$ cat config.mk
export PLATFORM = sky130hd
export DESIGN_NAME = toy_load_scheduler
export DESIGN_NICKNAME = d
export VERILOG_FILES = /design/src/rtl/toy_load_pkg.sv /design/src/rtl/toy_rr_arbiter.sv /design/src/rtl/toy_load_scheduler.sv
export SDC_FILE = /design/constraint.sdc
export NUM_CORES = 1
export LEC_CHECK = 0
export CAP_MARGIN = 20
export CORE_AREA = 2 2 66 68
export CTS_CLUSTER_DIAMETER = 60
export DETAILED_ROUTE_END_ITERATION = 6
export DIE_AREA = 0 0 68 70
export PLACE_DENSITY = 0.78
export SYNTH_ARGS = -nofsm -noshare
export SYNTH_HDL_FRONTEND = slang
export SYNTH_HIERARCHICAL = 1
export SYNTH_SLANG_ARGS = --single-unit
export TNS_END_PERCENT = 100
$ cat constraint.sdc
create_clock -name clk -period 3 [get_ports clk]
set_input_delay 0.3 -clock clk [delete_from_list [all_inputs] [get_ports clk]]
set_output_delay 0.3 -clock clk [all_outputs]
set_load 0.02 [all_outputs]
$ cat src/rtl/toy_load_pkg.sv
// Shared types and helpers for the toy load scheduler.
package toy_load_pkg;

  typedef enum logic [1:0] {
    IDLE,
    ISSUE,
    DONE
  } sched_state_t;

  // Index width for n entries, never narrower than one bit.
  function automatic int unsigned slot_w(input int unsigned n);
    return (n <= 2) ? 1 : $clog2(n);
  endfunction

endpackage

$ cat src/rtl/toy_rr_arbiter.sv
// One-hot grant selection; round-robin from ptr when TOY_LOAD_SCHED_RR_EN
// is defined, otherwise fixed priority with the lowest index winning.
module toy_rr_arbiter
  import toy_load_pkg::*;
#(
  parameter int unsigned N_REQ = 4,
  parameter int unsigned IDX_W = slot_w(N_REQ)
) (
  input  logic [N_REQ-1:0] req_valid,
`ifdef TOY_LOAD_SCHED_RR_EN
  input  logic [IDX_W-1:0] ptr,
`endif
  output logic [N_REQ-1:0] grant,
  output logic [IDX_W-1:0] grant_idx
);

  logic [IDX_W:0]   sum;
  logic [IDX_W-1:0] idx;
  logic             found;

  always_comb begin
    grant     = '0;
    grant_idx = '0;
    found     = 1'b0;
    sum       = '0;
    idx       = '0;
    for (int unsigned k = 0; k < N_REQ; k++) begin
`ifdef TOY_LOAD_SCHED_RR_EN
      sum = {1'b0, ptr} + (IDX_W+1)'(k);
      if (sum >= (IDX_W+1)'(N_REQ))
        sum = sum - (IDX_W+1)'(N_REQ);
`else
      sum = (IDX_W+1)'(k);
`endif
      idx = sum[IDX_W-1:0];
      if (!found && req_valid[idx]) begin
        found      = 1'b1;
        grant[idx] = 1'b1;
        grant_idx  = idx;
      end
    end
  end

endmodule

$ cat src/rtl/toy_load_scheduler.sv
// Grants one byte-load request at a time into write-once loader slots.
// Arbitration is round-robin when TOY_LOAD_SCHED_RR_EN is defined.
module toy_load_scheduler
  import toy_load_pkg::*;
#(
  parameter int unsigned N_REQ   = 4,
  parameter int unsigned N_SLOTS = 8,
  parameter int unsigned DATA_W  = 8,
  parameter int unsigned SLOT_W  = slot_w(N_SLOTS)
) (
  input  logic                      clk,
  input  logic                      reset,
  input  logic [N_REQ-1:0]          req_valid,
  input  logic [N_REQ*SLOT_W-1:0]   req_slot,
  input  logic [N_REQ*DATA_W-1:0]   req_data,
  output logic [N_REQ-1:0]          req_ready,
  output logic [N_SLOTS-1:0]        load_enable,
  output logic [DATA_W-1:0]         load_data,
  output logic [N_SLOTS-1:0]        slot_loaded,
  output logic                      all_loaded,
  output logic                      err_dup,
  output logic                      err_range,
  output logic [$clog2(N_REQ)-1:0]  err_req
);

  localparam int unsigned IDX_W = $clog2(N_REQ);

  sched_state_t      state;
  logic [N_REQ-1:0]  grant;
  logic [IDX_W-1:0]  grant_idx;
  logic [SLOT_W-1:0] g_slot;
  logic [DATA_W-1:0] g_data;
  logic              g_range;
  logic [N_SLOTS-1:0] loaded_next;

`ifdef TOY_LOAD_SCHED_RR_EN
  logic [IDX_W-1:0]  ptr;
`endif

  toy_rr_arbiter #(
    .N_REQ (N_REQ),
    .IDX_W (IDX_W)
  ) u_arb (
    .req_valid (req_valid),
`ifdef TOY_LOAD_SCHED_RR_EN
    .ptr       (ptr),
`endif
    .grant     (grant),
    .grant_idx (grant_idx)
  );

  assign g_slot      = req_slot[grant_idx*SLOT_W +: SLOT_W];
  assign g_data      = req_data[grant_idx*DATA_W +: DATA_W];
  assign g_range     = {1'b0, g_slot} >= (SLOT_W+1)'(N_SLOTS);
  assign loaded_next = slot_loaded | load_enable;
  assign all_loaded  = &slot_loaded;

  // The ISSUE outcome is decided at the IDLE->ISSUE edge so every ISSUE output is a register.
  always_ff @(posedge clk) begin
    if (reset) begin
      state       <= IDLE;
      req_ready   <= '0;
      load_enable <= '0;
      load_data   <= '0;
      slot_loaded <= '0;
      err_dup     <= 1'b0;
      err_range   <= 1'b0;
      err_req     <= '0;
`ifdef TOY_LOAD_SCHED_RR_EN
      ptr         <= '0;
`endif
    end else begin
      req_ready   <= '0;
      load_enable <= '0;
      load_data   <= '0;
      err_dup     <= 1'b0;
      err_range   <= 1'b0;
      err_req     <= '0;
      case (state)
        IDLE: begin
          if (|req_valid) begin
            state     <= ISSUE;
            req_ready <= grant;
            if (g_range) begin
              err_range <= 1'b1;
              err_req   <= grant_idx;
            end else if (slot_loaded[g_slot]) begin
              err_dup <= 1'b1;
              err_req <= grant_idx;
            end else begin
              load_enable <= N_SLOTS'(1) << g_slot;
              load_data   <= g_data;
            end
`ifdef TOY_LOAD_SCHED_RR_EN
            ptr <= (grant_idx == IDX_W'(N_REQ-1)) ? '0 : grant_idx + 1'b1;
`endif
          end
        end
        ISSUE: begin
          slot_loaded <= loaded_next;
          state       <= (&loaded_next) ? DONE : IDLE;
        end
        DONE:    state <= DONE;
        default: state <= IDLE;
      endcase
    end
  end

endmodule

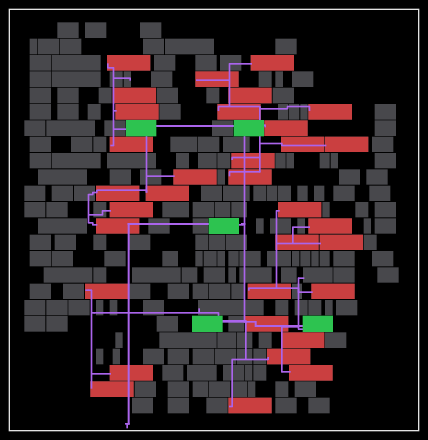
clk_routes.png
(6 px per um)
[purple] clock wires | length: 387 um
[red] flip-flops | count: 33
[green] clock drivers | count: 5
routed clock nets	6

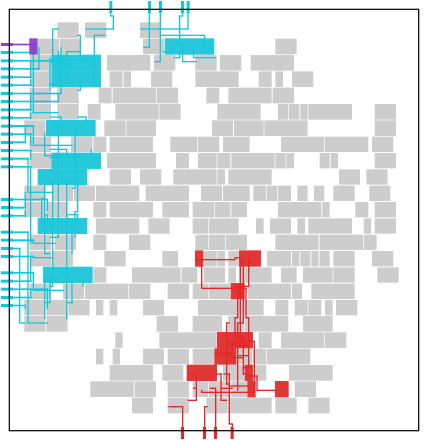
io_fan.png
(6 px per um)
colour	port	bits	direction	edge	end cells	buffers	wire
red	req_valid	4	input	bottom	10	8	199 um
purple	err_range	1	output	left	1	0	4.10 um
cyan	req_data	32	input	27 left, 5 top	8	32	495 um

==> placed cells by master, fill, tap and decap left out, drive strengths merged, types with 2 or more instances in the layout <==
cell and instances:
clkdlybuf4s50 81, dfxtp 33, nor2 14, mux4 11
nor2b 10, buf 10, a21oi 10, nor3 7
clkbuf 7, inv 6, nor3b 5, and2 4
nand2b 4, o22ai 3, nand4 2, nor4 2
nand2 2
==> final timing paths <==
check / to / depth (start not counted) / from / slack (ns)
min reg2reg: state[1] / 2 / state[1] / 0.49
max reg2reg: load_enable[3] / 4 / slot_loaded[7] / 1.32
max: load_enable[3] / 8 / req_valid[3] / 0.24
min: state[1] / 2 / state[1] / 0.49
==> run notes <==
Notes on the flow run.

- The run finished with clean final reports.
- The critical path in the final layout is reported with a setup slack of approximately 0.24 ns.
- The clock transition at the registers of the reported paths is about 0.06 ns, for reference.
- The top-area cell type share of the netlist area is approximately 44%, for reference.
- In the global route stage, met1 resource usage came out at around a fifth.
- In the final timing run, aggregate negative setup slack is 0 ns.
- According to the timing report, the data required time at the worst endpoint equals ~3.2 ns.
- The layout has approximately 90 buffers outside the clock class.
- Summing over every cut layer, the via total after detailed routing is about 1.4k.
- The synthesized cell area is between 1000 and 1500 um^2, for reference.
- There are 33 flip-flops and latches.
- The detailed route wirelength on metal2 is about 1.9 mm, for reference.
- The number of register bits inferred by synthesis is 33, for reference.
- The register share of the cell area is about a quarter, for reference.
- Routability-driven placement finished with a final weighted congestion of about 0.84.
- The worst setup path is launched from a primary input.
- The post-synth count of flops with an enable pin is 0.
- By area, the class that comes first in the final layout consists of non-clock buffers.
- The inverter tally of the final layout excluding the clock network is 6, for reference.
- The die boundary height is 70 um, for reference.
- The synthesized-area fraction occupied by ao, oa, aoi and oai cells is under 10%, for reference.
- The final-report max-slew violation count is 0, for reference.
- The synthesis stats list as the most numerous cell sky130_fd_sc_hd__dfxtp_1.
- The pin count of the biggest net entering global routing is 17, for reference.
- The length of the first detailed-routing pass in iterations is 4, for reference.
- The number of port buffers is around 81, for reference.
- Summing all flip-flop and latch instances after layout gives between 600 and 700 um^2.
- The met2 usage in global routing is about a third, for reference.
- The cell type with the largest total area is sky130_fd_sc_hd__dfxtp_1, for reference.
- The minimum clock period is 2.76 ns, for reference.
- The xor and xnor fraction of the mapped netlist area is 0%, for reference.
- Non-clock buffering takes up between 30% and 40% of total cell area after layout.
- The number of top-level pins is a little over 80, for reference.
- Setup repair after global routing left no endpoint under its margin.
- The first global-routing pass estimated between 6 and 7 mm of wire.
- The power in sequential cells is 471 uW, for reference.
- The number of instances in the synthesized netlist is 134, for reference.
- The layout net count is 273, for reference.
- The final power report lists total power as 1150 uW.
- Per the finish-stage timing summary, setup violations number 0.
- Per the post-place timing report, worst setup slack is -0.0636 ns.
- Gates resized during post-CTS repair numbered 0.
- The number of tap instances is between 50 and 60, for reference.
- The power dissipated in combinational cells is 258 uW, for reference.
- Measured against the total synthesized area, the mux share comes to around 19%.
- The placed cell area is between 2000 and 2500 um^2, for reference.
- The clock tree buffer count of the final layout is 7, for reference.
- The pin closest to its max-slew limit shows a slew of 0.570 ns.
- The overflow left after global routing is 0, for reference.
- Synthesis instantiated 35 different standard cells from the library.
- The post-route antenna net violation count is 0, for reference.
- The power spent charging and discharging nets is around 270 uW, for reference.
- The global routing's busiest layer is met2, for reference.
- Before placement the cells fill about 36% of the core.
- The highest routing layer actually used is met4, for reference.
- The worst hold path class is reg -> reg, for reference.
- Excluding fillers, the count of instances in the completed layout stands at roughly 280.
- In the final layout, the registers with the most flip-flops are load_data x8, load_enable x8, slot_loaded x8.
- The report counts max-capacitance violations totalling 0.
- Per the power-grid run, VDD falls by no more than between 0.2 and 0.3 mV.
- The clock-cell share of area is 4.64%, for reference.
- Data on the critical path arrives at its endpoint at just under 3 ns.
- TritonCTS created 5 clock buffers.
- The switching share of total power is 23.4%, for reference.
- The placed instance count is ~270, for reference.
- Yosys stat counts 134 cells in the synthesized netlist.
- The multi-input combinational cell count is ~86, for reference.
- The critical setup path kind is in -> reg, for reference.
- The floorplan step set the die width to a little under 70 um.
- Per the timing report, the biggest fanout along the worst path comes to 16.
- The number of global-route vias before repair is approximately 1.4k, for reference.
- In the final layout, the multi-input gates occupy 757 um^2.
- The average instance in the mapped netlist occupies 11.1 um^2.
- The nature of the critical path endpoint is a register, for reference.
- The finished layout reports a core utilization of 60.5%.
- According to the CTS report, the clock sink count is 33.
- The floorplan step defined a die boundary enclosing around 4800 um^2.
- The global-route usage over all layers is between 10% and 20%, for reference.
- The final cell area excluding filler cells is roughly 2500 um^2, for reference.
- The final hold violation count is 0, for reference.
No activity file was given, so power comes from the tool's default toggle rates.
